**Run 1: port wiring**

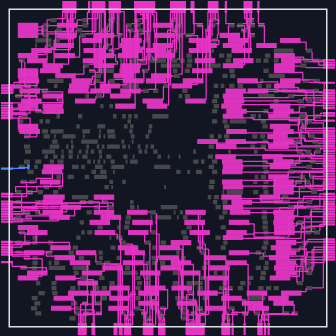
**Run 1: sequential cells coloured by netlist name**

Bar = 50 µm. Other sequential cells in the stronger grey, the rest of the logic in the fainter grey.
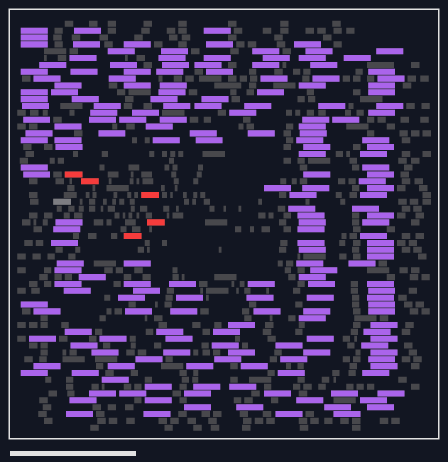
**Run 1: clock nets**

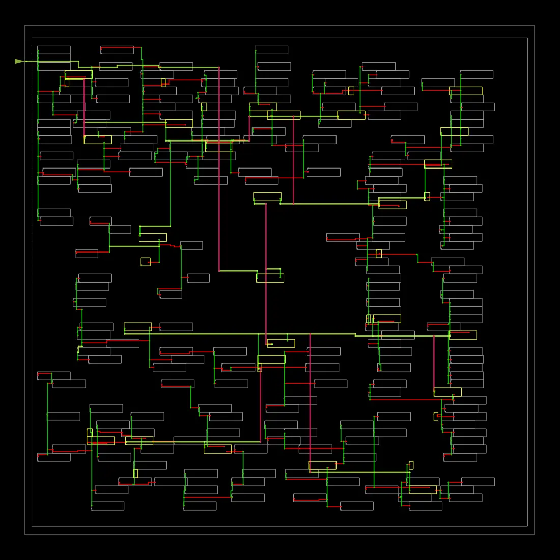
$ cat config.mk
export PLATFORM = sky130hd
export DESIGN_NAME = t_demux_1x25_loader
export DESIGN_NICKNAME = d
export VERILOG_FILES = /design/src/rtl/t_demux_1x25_loader_pkg.sv /design/src/rtl/t_demux_1x25_loader_ctrl.sv /design/src/rtl/t_demux_1x25_loader.sv
export SDC_FILE = /design/constraint.sdc
export NUM_CORES = 1
export LEC_CHECK = 0
export CAP_MARGIN = 20
export CELL_PAD_IN_SITES_DETAIL_PLACEMENT = 1
export CELL_PAD_IN_SITES_GLOBAL_PLACEMENT = 2
export CORE_MARGIN = 2
export CORE_UTILIZATION = 30
export CTS_CLUSTER_SIZE = 24
export DETAILED_ROUTE_END_ITERATION = 8
export PLACE_DENSITY_LB_ADDON = 0.1
export SYNTH_ARGS = -nofsm -noshare
export SYNTH_HDL_FRONTEND = slang
export SYNTH_HIERARCHICAL = 1
export SYNTH_SLANG_ARGS = --single-unit
$ cat constraint.sdc
create_clock -name clk -period 3.3 [get_ports clk]
set_clock_uncertainty 0.1 [all_clocks]
set_input_delay 0.66 -clock clk [delete_from_list [all_inputs] [get_ports clk]]
set_output_delay 0.66 -clock clk [all_outputs]
set_load 0.05 [all_outputs]
$ cat src/rtl/t_demux_1x25_loader_pkg.sv
// Shared definitions for the 5x5 window loader and the 25:1 byte-select mux users.
// Holds the loader state encoding and the default window geometry.
package t_demux_1x25_loader_pkg;

  typedef enum logic {
    FILL = 1'b0,
    FULL = 1'b1
  } loader_state_e;

  localparam int WIN_N = 25;
  localparam int PIX_W = 8;
  localparam int SEL_W = 5;

  // One-hot write strobe for a given slot; no bit is set when en is low.
  function automatic logic [WIN_N-1:0] slot_onehot(input logic en, input logic [SEL_W-1:0] idx);
    logic [WIN_N-1:0] oh;
    oh = '0;
    for (int k = 0; k < WIN_N; k++) begin
      oh[k] = en && (idx == SEL_W'(k));
    end
    return oh;
  endfunction

endpackage

$ cat src/rtl/t_demux_1x25_loader_ctrl.sv
// Loader control: FILL/FULL state machine, fill counter and one-hot write-enable decode.
// The write enable already accounts for flush priority and the FULL write block.
module t_loader_ctrl #(
  parameter int N     = t_demux_1x25_loader_pkg::WIN_N,
  parameter int SEL_W = t_demux_1x25_loader_pkg::SEL_W
) (
  input  logic             clk,
  input  logic             reset,
  input  logic             in_valid,
  input  logic             flush,
  input  logic             frame_ack,
  output logic             in_ready,
  output logic             frame_valid,
  output logic [SEL_W-1:0] fill_cnt,
  output logic [N-1:0]     we
);

  import t_demux_1x25_loader_pkg::*;

  loader_state_e    state_q, state_d;
  logic [SEL_W-1:0] cnt_q, cnt_d;
  logic             accept;
  logic             write;

  assign in_ready    = (state_q == FILL) && !reset;
  assign frame_valid = (state_q == FULL);
  assign fill_cnt    = cnt_q;
  assign accept      = in_valid && in_ready;
  // A flushed sample is dropped even though the handshake completed.
  assign write       = accept && !flush;

  always_ff @(posedge clk) begin
    if (reset) begin
      state_q <= FILL;
      cnt_q   <= '0;
    end else begin
      state_q <= state_d;
      cnt_q   <= cnt_d;
    end
  end

  always_comb begin
    state_d = state_q;
    cnt_d   = cnt_q;
    case (state_q)
      FILL: begin
        if (flush) begin
          cnt_d = '0;
        end else if (accept) begin
          if (cnt_q == SEL_W'(N-1)) begin
            cnt_d   = SEL_W'(N);
            state_d = FULL;
          end else begin
            cnt_d = cnt_q + SEL_W'(1);
          end
        end
      end
      FULL: begin
        if (frame_ack) begin
          cnt_d   = '0;
          state_d = FILL;
        end
      end
      default: begin
        state_d = FILL;
        cnt_d   = '0;
      end
    endcase
  end

  always_comb begin
    we = '0;
    for (int k = 0; k < N; k++) begin
      we[k] = write && (cnt_q == SEL_W'(k));
    end
  end

endmodule

$ cat src/rtl/t_demux_1x25_loader.sv
// Gathers a stream of samples into an N-entry register bank (one 5x5 window) and
// presents every entry in parallel on y_flat once the frame is complete.
module t_demux_1x25_loader #(
  parameter int N     = t_demux_1x25_loader_pkg::WIN_N,
  parameter int W     = t_demux_1x25_loader_pkg::PIX_W,
  parameter int SEL_W = t_demux_1x25_loader_pkg::SEL_W
) (
  input  logic             clk,
  input  logic             reset,
  input  logic             in_valid,
  output logic             in_ready,
  input  logic [W-1:0]     in_data,
  input  logic             flush,
  output logic             frame_valid,
  input  logic             frame_ack,
  output logic [SEL_W-1:0] fill_cnt,
  output logic [N*W-1:0]   y_flat
);

  import t_demux_1x25_loader_pkg::*;

  logic [N-1:0] we;
  logic [W-1:0] entry [N];

  t_loader_ctrl #(
    .N     (N),
    .SEL_W (SEL_W)
  ) u_ctrl (
    .clk         (clk),
    .reset       (reset),
    .in_valid    (in_valid),
    .flush       (flush),
    .frame_ack   (frame_ack),
    .in_ready    (in_ready),
    .frame_valid (frame_valid),
    .fill_cnt    (fill_cnt),
    .we          (we)
  );

  // Entries not being written keep their value, including across frame_ack.
  always_ff @(posedge clk) begin
    if (reset) begin
      for (int k = 0; k < N; k++) begin
        entry[k] <= '0;
      end
    end else begin
      for (int k = 0; k < N; k++) begin
        if (we[k]) begin
          entry[k] <= in_data;
        end
      end
    end
  end

  for (genvar g = 0; g < N; g++) begin : g_flat
    assign y_flat[g*W +: W] = entry[g];
  end

endmodule

==> deck_impl_summary.md, run 1 <==
Key Metrics from the Run

Outcome
  • Status: completed

GRT
  • Vias in the first global route: 5,304
  • First-pass GRT wire length: approximately 34,000 µm
  • Total gr overflow: 0
  • Largest net degree at the start of global routing: ~96
  • Initial antenna violation count: 0
  • Global Route Usage Sum: 0.160

Layout
  • Fin area: 0.0116 mm²
  • NumNets Final: 748
  • Layout area overhead: 39.8%
  • Layout cells sized above 1: 0.122
  • Final std cells w/o fill: 1,084
  • # diodes: 0

Yosys
  • AND/OR/NAND/NOR Cells, Area Fraction: 0.213
  • Synth cell types: 31
  • Syn_area_per_cell: 16.9 µm²
  • Yosys top cell by instances: edfxtp_1
  • Post-synth top flop: edfxtp_1
  • Top-area cell share: 0.726
  • EDFF count, synth: 200
  • Adder Share, Synth: 0.00756
  • Seq cells post-synth: around 210
  • Xor+xnor area frac: 0
  • Yosys cell count: about 500
  • Synth Cell Area: 0.00827 mm²
  • YS chip area: a little over 0.008 mm²
  • Top cells by area: edfxtp_1, and3b_1, or2_2, buf_6, dfxtp_1
  • Cell count after synthesis: 489
  • YS warnings: 6
  • Synth area leader: edfxtp_1
  • Floorplan Nets: between 500 and 600
  • Seq share, synth: 0.740
  • AO/OA Area Share: 0.00938
  • Dominant comb cell: simple AND/OR/NAND/NOR gates
  • Post-synth ARST share: 0
  • Mux area share: 0
  • Synth top cells by count: edfxtp_1, and3b_1, or2_2, nor2_1, buf_6

Drt
  • ANT nets after route: 0
  • Router iterations before antenna repair: 4
  • Drt drc: 0
  • Avg WL per Cell: 21.7 µm
  • Via density: 4.61
  • 1st-iter DRT viols: 290
  • Final WL: 23,600 µm
  • Vias post-DR: 4,996

Setup path
  • Worst Path Required: 2.54 ns
  • Critical Path Source Type: flip-flop
  • Max FO, Critical Path: 14
  • Delay-heaviest family, CP: buffers and inverters
  • Slowest cell on crit path: clkdlybuf4s50_1
  • WP buf/inv: 1
  • Kind of critical path: reg -> out
  • Worst Setup End Kind: output pin
  • CP Cell Sequence: clkdlybuf4s50_1
  • Slowest stage delay, CP: 0.93 ns
  • CP arrival: 2.11 ns

CTS
  • Cts hold-fix bufs: 0
  • PostCTS Resize Cnt: 0
  • Setup Fix Bufs, Post-CTS: 0
  • Deepest clock path buffer count: 3
  • H-tree levels: 1
  • Clock slew seen by the registers of the worst setup and hold paths: approximately 0.06 ns
  • CTS Root Cell: clkbuf_16
  • CTS tree: built

STA
  • Final tally of hold violations: 0
  • Fmax: approximately 0.35 GHz
  • Rel. slew slack: 0.558
  • Setup-failing EPs final: 0
  • Worst-Margin Slew: 0.657 ns
  • Crit share post-route: 0.869
  • Slew Limit Fails: 0
  • Min cycle time layout: 2.87 ns
  • RSZ-0062 raised after global routing: false
  • Setup TNS: 0 ns

Die
  • Die Size: between 0.02 and 0.03 mm²
  • Die width: approximately 170 µm
  • Chip height: 170 µm
  • Number of core rows: 60
  • Core Box Area: 0.0270 mm²
  • FP Util: 0.306

Pwr
  • Total leakage power: between 0.004 and 0.005 µW
  • Max VDD drop: about 0.32 mV
  • PwrDens: 544 mW/mm²

Run
  • Max-cap violations: 0
  • Log Warnings: 29

Placement
  • Dpl cells: 1,046
  • DP Area: 0.0109 mm²
  • Placer Congestion: 0.811
  • DP Wirelength: 16,100 µm

Min path
  • Hold WC Path Type: in -> reg
Back to the opening pictures, 'port wiring':
- magenta: y_flat (bits 200; direction output; edge 63 right, 60 top, 48 bottom, 29 left; end cells 200; buffers 200; wire 6,760 µm)
- blue: in_ready (bits 1; direction output; edge left; end cells 1; buffers 1; wire 13.2 µm)
Port Buffer Count: 219
IO Pins: 220

Back to the opening pictures, 'sequential cells coloured by netlist name':
- red: u_ctrl/fill_cnt (flops 5)
- purple: entry (flops 200; where widely spread)
- not coloured: 1
final core utilization: 0.428
Register Area: 0.00613 mm²
sequential cell area share: 0.530
sequential cell power: 3030 µW

Back to the opening pictures, 'clock nets':
clk_lat worst skew: 0.49 ns
Seq cells: 206
CTS sink count: 206
clock buffer count from CTS: 23
clock buffers: 24

run 1: flip-flops by register name (all words and copies together), names as in the netlist:
| register | cells |
|---|---|
| u_ctrl/fill_cnt | 5 |
| u_ctrl/frame_valid | 1 |
| entry | 200 |
run 1: metrics by stage:
stage / total power (µW) / setup WS, ns / hold slack [ns]
2_1_floorplan: 3630 / 0.620 / 0.695
3_3_place_gp: 3950 / 0.203 / 0.519
3_5_place_dp: 3960 / 0.175 / 0.515
4_1_cts: 6360 / 0.375 / 0.415
5_1_grt: 6490 / 0.339 / 0.435
6_report: 6290 / 0.431 / 0.423
run 1: cells by family (layout without fill, tap and decap cells):
logic type               after synthesis  count (layout)
AND-OR/OR-AND                         12              12
flip-flops                           206             206
adder cells (fa/ha/maj)                5               5
buffers and inverters                 35             289
AND/OR/NAND/NOR                      231             231
run 1: power by group:
group	switching [µW]	internal (µW)
sequential	41.8	2990
combinational	616	245
clock	980	1420
total	1640	4650
run 1: placed cells by master, fill, tap and decap left out, drive strengths merged, types with 2 or more instances in the layout:
cell	count
and3b	144
and2	7
clkinv	11
or2	26
inv	5
o31ai	2
ha	5
nand3	4
nor4	2
nor2	21
dfxtp	6
nand2	4
a21oi	6
edfxtp	200
nor3	6
nand2b	3
clkdlybuf4s50	218
buf	29
clkbuf	24
nor2b	10
bufinv	2
run 1: layer usage:
metal,GRT usage,wire length [µm]
met2,0.269,11300
met5,0,0
met3,0.0349,1380
met1,0.212,10600
met4,0.0342,333
run 1: worst reg2reg max path: stages (launching register included):
cell     delay, ns
dfxtp_1       0.39
or4b_1        0.62
nor2_4        0.13
nand2_1       0.19
nor2_1        0.18
buf_4         0.17
or2_2         0.21
run 1: cell type report:
class	count	area, µm²
multi-input combinational	248	1900
clock buffer	24	579
inverter	4	15.0
clock inverter	14	116
timing repair buffer	247	2400
fill	2697	15500
sequential	206	6130
tap	341	427
run 1: worst paths after layout:
kind,start,end,slack [ns],cells after the start
worst min register to register,u_ctrl/fill_cnt[0],u_ctrl/fill_cnt[0],0.52,2
worst max-delay path,u_ctrl/fill_cnt[3],fill_cnt[3],0.43,1
worst max register to register,u_ctrl/frame_valid,entry[0][36],1.00,6
worst min-delay path,reset,u_ctrl/fill_cnt[1],0.42,2
**Run 1: metal layers overlaid**

Bar = 50 µm.
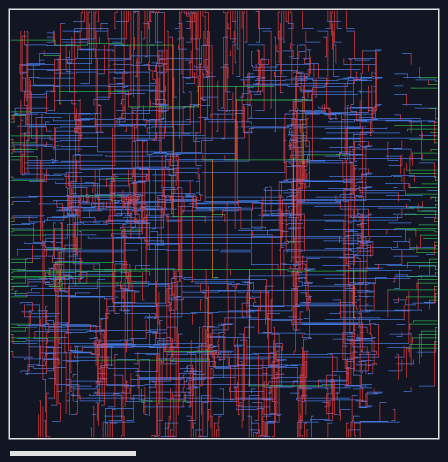

--- run 2 (diff from run 1) ---
CORE_MARGIN = 3   (was 2)
SYNTH_HIERARCHICAL = not set   (was 1)
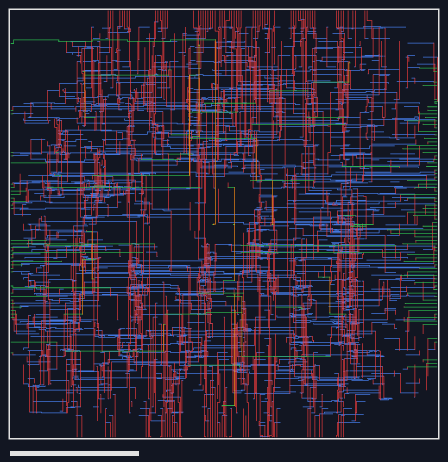
**Above:** run 2 (metal layers overlaid).
Bar = 50 µm.
- blue: M1 (wire length 10,400 µm)
- orange: M4 (wire length 370 µm)
- red: M2 (wire length 11,200 µm)
- green: M3 (wire length 1,530 µm)
vias post-DR: 5,024
Avg WL per Cell: 22.1 µm
Global Route Usage Sum: 0.166

==> run 2 against run 1 <==
Routed wire length decreased by 0.25%. Total power increased by 3.0%. Global-route usage increased by 0.66 points. Synthesized cell count decreased by 0.20%. Critical path depth increased by 5. Sequential power about the same.
==> deck_impl_summary.md, run 2 <==
Key Metrics from the Run

STA
  • Rel. slew slack: 0.389 (was 0.558)
  • Crit share post-route: 0.858 (was 0.869)
  • Slew Limit Fails: 0 (unchanged)
  • Min cycle time layout: 2.83 ns (was 2.87 ns)
  • Setup TNS: 0 ns (unchanged)
  • RSZ-0062 raised after global routing: false (unchanged)
  • Post-route setup slack: 0.470 ns (was 0.431 ns)
  • Worst-Margin Slew: 0.917 ns (was 0.657 ns)
  • Fmax: 0.353 GHz (was 0.349 GHz)
  • Final tally of hold violations: 0 (unchanged)

Die
  • IO Pins: 220 (unchanged)
  • FP Util: 0.310 (was 0.306)
  • Chip height: 166 µm (was 170 µm)
  • Number of core rows: 57 (was 60)
  • Core Box Area: 0.0247 mm² (was 0.0270 mm²)
  • Die width: 166 µm (was 170 µm)

Outcome
  • Status: completed (unchanged)

Yosys
  • Top cells by area: edfxtp_1, nor3_1, nor2_1, dfxtp_1, clkbuf_1 (was edfxtp_1, and3b_1, or2_2, buf_6, dfxtp_1)
  • Seq share, synth: 0.801 (was 0.740)
  • Post-synth top flop: edfxtp_1 (unchanged)
  • AO/OA Area Share: 0.0303 (was 0.00938)
  • AND/OR/NAND/NOR Cells, Area Fraction: 0.128 (was 0.213)
  • Xor+xnor area frac: 0 (unchanged)
  • Yosys top cell by instances: edfxtp_1 (unchanged)
  • Seq cells post-synth: 206 (unchanged)
  • Synth top cells by count: edfxtp_1, nor3_1, nor2_1, clkbuf_1, nand2b_1 (was edfxtp_1, and3b_1, or2_2, nor2_1, buf_6)
  • Post-synth ARST share: 0 (unchanged)
  • Cell count after synthesis: 488 (was 489)
  • YS chip area: 0.00764 mm² (was 0.00827 mm²)
  • EDFF count, synth: 200 (unchanged)
  • YS warnings: 0 (was 6)
  • Adder Share, Synth: 0.00818 (was 0.00756)
  • Synth cell types: 33 (was 31)

Min path
  • Hold Crit Endpoint: u_ctrl.fill_cnt[1] (was u_ctrl/fill_cnt[1])
  • Hold WC Path Type: reg -> reg (was in -> reg)
  • Worst Hold Depth: 2 (unchanged)
  • Hold path start: u_ctrl.fill_cnt[1] (was reset)

Run
  • Log Warnings: 29 (unchanged)
  • Max-cap violations: 0 (unchanged)

Drt
  • 1st-iter DRT viols: 251 (was 290)
  • Drt drc: 0 (unchanged)
  • Via density: 4.72 (was 4.61)
  • Router iterations before antenna repair: 4 (unchanged)
  • Final WL: 23,500 µm (was 23,600 µm)
  • ANT nets after route: 0 (unchanged)

CTS
  • CTS tree: built (unchanged)
  • Cts hold-fix bufs: 0 (unchanged)
  • PostCTS Resize Cnt: 0 (unchanged)
  • H-tree levels: 1 (unchanged)
  • Setup Fix Bufs, Post-CTS: 0 (unchanged)
  • CTS sink count: 206 (unchanged)
  • CTS Root Cell: clkbuf_16 (unchanged)
  • Clock slew seen by the registers of the worst setup and hold paths: 0.06 ns (about the same)

Setup path
  • R2R depth: 5 (was 6)
  • FF-to-FF setup slack: 0.78 ns (was 1.00 ns)
  • Worst R2R End: entry[1][61] (was entry[0][36])
  • Max FO, Critical Path: 8 (was 14)
  • Kind of critical path: in -> reg (was reg -> out)
  • Worst Setup End Kind: flip-flop (was output pin)
  • CP arrival: 2.89 ns (was 2.11 ns)

Placement
  • DP Wirelength: 16,600 µm (was 16,100 µm)
  • Pre-CTS WS: -0.0361 ns (was 0.175 ns)
  • Port Buffer Count: 219 (unchanged)
  • Placer Congestion: 0.761 (was 0.811)

Layout
  • # diodes: 0 (unchanged)
  • Fin area: 0.0110 mm² (was 0.0116 mm²)
  • Layout area overhead: 44.3% (was 39.8%)
  • Biggest register: entry (unchanged)
  • Largest register FFs: 200 (unchanged)
  • Most numerous logic cells after layout: clkdlybuf4s50_1, edfxtp_1, nor3_1, nor2_1, buf_4 (was clkdlybuf4s50_1, edfxtp_1, and3b_1, buf_4, or2_2)
  • Most frequent logic cell in the layout: clkdlybuf4s50_1 (unchanged)
  • Fillers: 2,486 (was 2,697)

Pwr
  • Total leakage power: 0.00383 µW (was 0.00473 µW)
  • Max VDD drop: 0.267 mV (was 0.316 mV)

GRT
  • Vias in the first global route: 5,398 (was 5,304)
  • Total gr overflow: 0 (unchanged)
  • Initial antenna violation count: 0 (unchanged)
  • First-pass GRT wire length: 35,100 µm (was 34,100 µm)
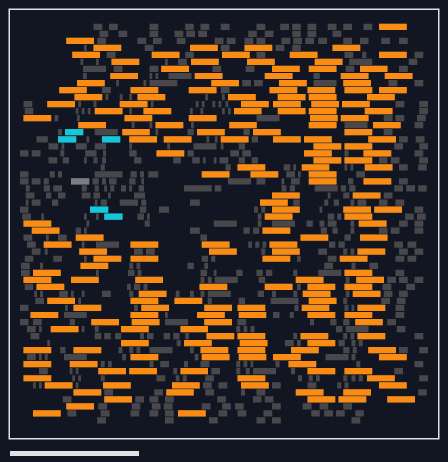
**Above:** run 2 (sequential cells coloured by netlist name).
Bar = 50 µm. Other sequential cells in the stronger grey, the rest of the logic in the fainter grey.
- cyan: u_ctrl.fill_cnt (flops 5)
- orange: entry (flops 200; where widely spread)
sequential cell power: 3040 µW
final core utilization: 0.447
sequential cell area share: 0.555

## run 2: cell types whose count changed after synthesis, moves of 26 or more
cell,before,now
and3b_1,144,0
nor3_1,5,88
nor2_1,19,62
or2_2,26,0
## run 2: metal layers
layer | global-route usage | vias up | routed length (µm)
met1 | 0.225 | 2527 | 10400
li1 | - | 2276 | -
met2 | 0.274 | 190 | 11200
met3 | 0.0388 | 31 | 1530
met4 | 0.0405 | 0 | 370
met5 | 0 | - | 0
## run 2: worst max path at each step
stage,startpoint,end
4_1_cts,flush,entry[1][53]
6_report,flush,entry[1][61]
3_3_place_gp,flush,entry[1][51]
2_1_floorplan,flush,entry[0][32]
5_1_grt,flush,entry[1][53]
3_5_place_dp,flush,entry[1][52]
## run 2: logic make-up after synthesis
family	Yosys count
fa+ha+maj	5
compound gates	33
buf+inv	49
flops	206
simple gates	195
## run 2: area by class of cell
| cell class | count | area [µm²] | share of cell area |
|---|---|---|---|
| Sequential cell | 206 | 6130 | 0.555 |
| Timing Repair Buffer | 252 | 2430 | 0.221 |
| Multi-Input combinational cell | 233 | 1270 | 0.116 |
| Clock buffer | 27 | 591 | 0.0535 |
| Tap cell | 324 | 405 | 0.0367 |
| Clock inverter | 12 | 160 | 0.0145 |
| Inverter | 11 | 41.3 | 0.00374 |
## run 2: metrics by stage
step | power [µW] | utilization | cells
final | 6480 | 0.447 | 1065
after floorplan | 3620 | - | 488
after global routing | 6680 | 0.447 | 1065
after CTS | 6550 | 0.447 | 1065
after detailed placement | 3970 | 0.417 | 1026
after global placement | 3970 | 0.417 | 1026
## run 2: power breakdown
part | switching [µW] | leakage [µW] | total [µW] | internal, µW
clock network | 983 | 0.000368 | 2570 | 1580
logic | 626 | 0.00139 | 868 | 242
registers | 50.2 | 0.00208 | 3040 | 2990
total | 1660 | 0.00383 | 6480 | 4820
## run 2: critical path, stage by stage
cell             delay [ns]
clkdlybuf4s50_1        0.47
or4b_1                 0.69
buf_4                  0.22
nor3_1                 0.29
buf_4                  0.20
a21o_1                 0.35
**Run 2: port wiring**

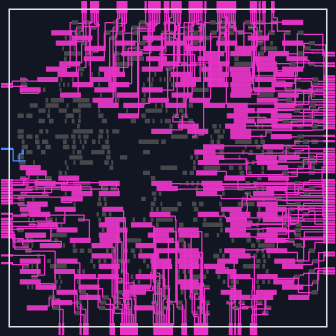

--- run 3 (diff from run 2) ---
CORE_UTILIZATION = 29   (was 30)
clock period = 2.6 ns   (was 3.3 ns; I/O delays follow)
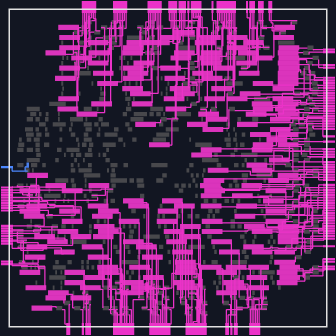
**Above:** run 3 (port wiring).
- magenta: y_flat (bits 200; direction output; edge 66 right, 61 top, 53 bottom, 20 left; end cells 200; buffers 200; wire 7,350 µm)
- blue: in_ready (bits 1; direction output; edge left; end cells 1; buffers 1; wire 14.1 µm)

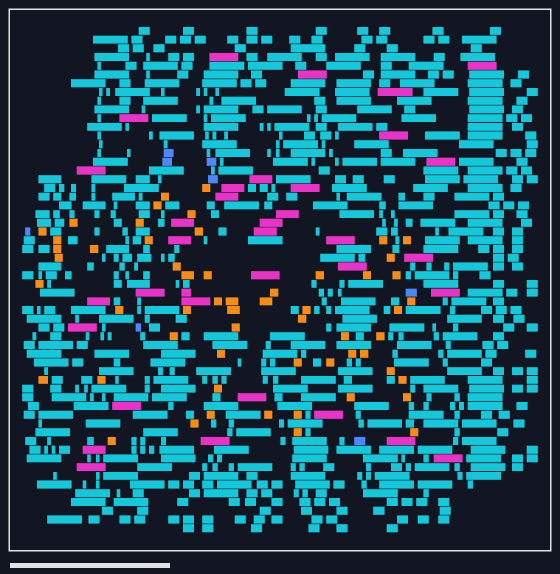
**Above:** run 3 (cell sizes after repair).
Bar = 50 µm.
- orange: x3 and x4 (cells 57; share 7.5%)
- blue: x2 (cells 8; share 1.0%)
- magenta: x6 and larger (cells 35; share 4.6%)
- cyan: x1 and smaller (cells 665; share 87%)
non-clock buffer total of the final layout: 279
Layout area overhead: 47.4%
fin area: 0.0113 mm²

==> run 3 against run 2 <==
First-iteration DRC count grew 20%. Hold slack lost 0.025 ns. Cell count grew 2.8%. Register-to-register slack lost 0.29 ns. Critical path depth shrank 5. Sequential cell count is the same. Clock power grew 14%. Utilization shrank 0.60 points. Synthesized cell count is the same. Sequential power grew 27%. Cell area grew 2.1%.
==> deck_impl_summary.md, run 3 <==
Key Metrics from the Run

Die
  • FP Util: 0.299 (was 0.310)
  • Number of core rows: 58 (was 57)
  • Die Size: 0.0283 mm² (was 0.0274 mm²)
  • Core Box Area: 0.0255 mm² (was 0.0247 mm²)
  • Die width: 168 µm (was 166 µm)

CTS
  • Setup Fix Bufs, Post-CTS: 0 (unchanged)
  • Deepest clock path buffer count: 3 (unchanged)
  • CTS Root Cell: clkbuf_16 (unchanged)
  • Clock slew seen by the registers of the worst setup and hold paths: 0.06 ns (about the same)
  • CTS sink count: 206 (unchanged)
  • H-tree levels: 1 (unchanged)
  • Clk_lat worst skew: 0.50 ns (about the same)

STA
  • Rel. slew slack: 0.466 (was 0.389)
  • Fmax: 0.408 GHz
  • Slew Limit Fails: 0 (unchanged)
  • Setup-failing EPs final: 0 (unchanged)
  • Min cycle time layout: 2.45 ns
  • Setup TNS: 0 ns (unchanged)
  • RSZ-0062 raised after global routing: false (unchanged)

Setup path
  • CP Cell Sequence: clkdlybuf4s50_1 (was clkdlybuf4s50_1 -> or4b_1 -> buf_4 -> nor3_1 -> buf_4 -> a21o_1)
  • Delay-heaviest family, CP: buffers and inverters (was simple AND/OR/NAND/NOR gates)
  • Critical Path Source Type: flip-flop (was input pin)
  • Slowest stage delay, CP: 0.86 ns (was 0.69 ns)
  • CP arrival: 1.83 ns (was 2.89 ns)
  • Worst Setup End Kind: output pin (was flip-flop)
  • Kind of critical path: reg -> out (was in -> reg)
  • Slowest cell on crit path: clkdlybuf4s50_1 (was or4b_1)

Yosys
  • Adder Share, Synth: 0.00818 (unchanged)
  • Synth area leader: edfxtp_1 (unchanged)
  • Synth cell types: 33 (unchanged)
  • Cell count after synthesis: 488 (unchanged)
  • Post-synth top flop: edfxtp_1 (unchanged)
  • Yosys cell count: 488 (unchanged)
  • Xor+xnor area frac: 0 (unchanged)
  • Seq cells post-synth: 206 (unchanged)
  • Syn_area_per_cell: 15.7 µm² (unchanged)
  • Dominant comb cell: simple AND/OR/NAND/NOR gates (unchanged)
  • Synth Cell Area: 0.00764 mm² (unchanged)
  • EDFF count, synth: 200 (unchanged)
  • Top cells by area: edfxtp_1, nor3_1, nor2_1, dfxtp_1, clkbuf_1 (unchanged)
  • Yosys top cell by instances: edfxtp_1 (unchanged)
  • AND/OR/NAND/NOR Cells, Area Fraction: 0.128 (unchanged)
  • Top-area cell share: 0.786 (unchanged)
  • Mux area share: 0 (unchanged)
  • Synth top cells by count: edfxtp_1, nor3_1, nor2_1, clkbuf_1, nand2b_1 (unchanged)

Pwr
  • Total leakage power: 0.00400 µW (was 0.00383 µW)
  • PwrDens: 704 mW/mm² (was 587 mW/mm²)
  • Max VDD drop: 0.381 mV (was 0.267 mV)

Min path
  • Hold WC Path Type: in -> reg (was reg -> reg)

GRT
  • Largest net degree at the start of global routing: 42 (was 41)
  • First-pass GRT wire length: 34,700 µm (was 35,100 µm)
  • Vias in the first global route: 5,432 (was 5,398)
  • Total gr overflow: 0 (unchanged)
  • Global Route Usage Sum: 0.162 (was 0.166)
  • Initial antenna violation count: 0 (unchanged)

Outcome
  • Status: completed (unchanged)

Layout
  • Most numerous logic cells after layout: clkdlybuf4s50_1, edfxtp_1, nor3_1, nor2_1, buf_4 (unchanged)
  • Register Area: 0.00613 mm² (unchanged)
  • Most frequent logic cell in the layout: clkdlybuf4s50_1 (unchanged)
  • Biggest register: entry (unchanged)
  • Multi-input logic area: 0.00127 mm² (unchanged)
  • Layout cells sized above 1: 0.131 (was 0.105)
  • Final std cells w/o fill: 1,095 (was 1,065)
  • NumNets Final: 772 (was 745)

Drt
  • Final WL: 23,500 µm (about the same)
  • 1st-iter DRT viols: 302 (was 251)
  • Router iterations before antenna repair: 4 (unchanged)
  • Via density: 4.64 (was 4.72)

Run
  • Max-cap violations: 0 (unchanged)
  • Log Warnings: 29 (unchanged)

Placement
  • Dpl cells: 1,059 (was 1,026)
  • Placer Congestion: 0.749 (was 0.761)
  • DP Wirelength: 16,900 µm (was 16,600 µm)
[run 3: cell counts after synthesis]
No cell type changed its count.
[run 3: cell families after synthesis]
kind of cell / count (synthesis)
buffers and inverters: 49
flip-flops: 206
AND/OR/NAND/NOR: 195
adder cells (fa/ha/maj): 5
AND-OR/OR-AND: 33
[run 3: stage by stage]
step / instance area (µm²) / hold WS [ns] / utilization / worst slack [ns] / power, µW
floorplan: 7640 / 0.612 / - / 0.00432 / 4600
global placement: 10600 / 0.481 / 0.415 / -0.151 / 5080
detailed placement: 10600 / 0.498 / 0.415 / -0.187 / 5090
CTS: 11300 / 0.468 / 0.441 / 0.0288 / 8020
global route: 11300 / 0.477 / 0.441 / 0.0463 / 8180
finish: 11300 / 0.468 / 0.441 / 0.147 / 7930
[run 3: repair_timing]
item | CTS | global route
resized | 1 | 2
hold buffers | 0 | 0
endpoints found under the setup margin | 1 | 2
[run 3: final timing paths]
kind / depth (start not counted) / slack (ns) / endpoint / from
worst min register to register: 2 / 0.50 / u_ctrl.fill_cnt[1] / u_ctrl.fill_cnt[1]
worst min-delay path: 3 / 0.47 / u_ctrl.fill_cnt[0] / reset
worst max-delay path: 1 / 0.15 / fill_cnt[0] / u_ctrl.fill_cnt[0]
worst max register to register: 6 / 0.49 / entry[1][16] / u_ctrl.frame_valid
[run 3: power breakdown]
part / total (µW) / switching [µW] / leakage [µW] / internal, µW
Clock: 2930 / 1220 / 0.000322 / 1710
Combinational: 1150 / 805 / 0.00160 / 341
Sequential: 3850 / 58.5 / 0.00208 / 3800
[run 3: cell type report]
type	instances	area share
sequential	206	0.544
clock inverter	7	0.00566
tap	330	0.0366
timing repair buffer	279	0.244
inverter	11	0.00366
clock buffer	29	0.0531
multi-input combinational	233	0.113
[run 3: routing by layer]
| layer | up-vias | share of wire | track usage |
|---|---|---|---|
| li1 | 2332 | - | - |
| met1 | 2557 | 0.43 | 0.206 |
| met3 | 33 | 0.053 | 0.0333 |
| met5 | - | 0 | 0 |
| met4 | 0 | 0.020 | 0.0381 |
| met2 | 157 | 0.50 | 0.284 |
[run 3: worst min-delay path: stages]
cell	delay, ns
buf_2	0.11
buf_4	0.26
nor2_1	0.14
Power figures rest on the tool's default switching activity, not on a simulated workload.
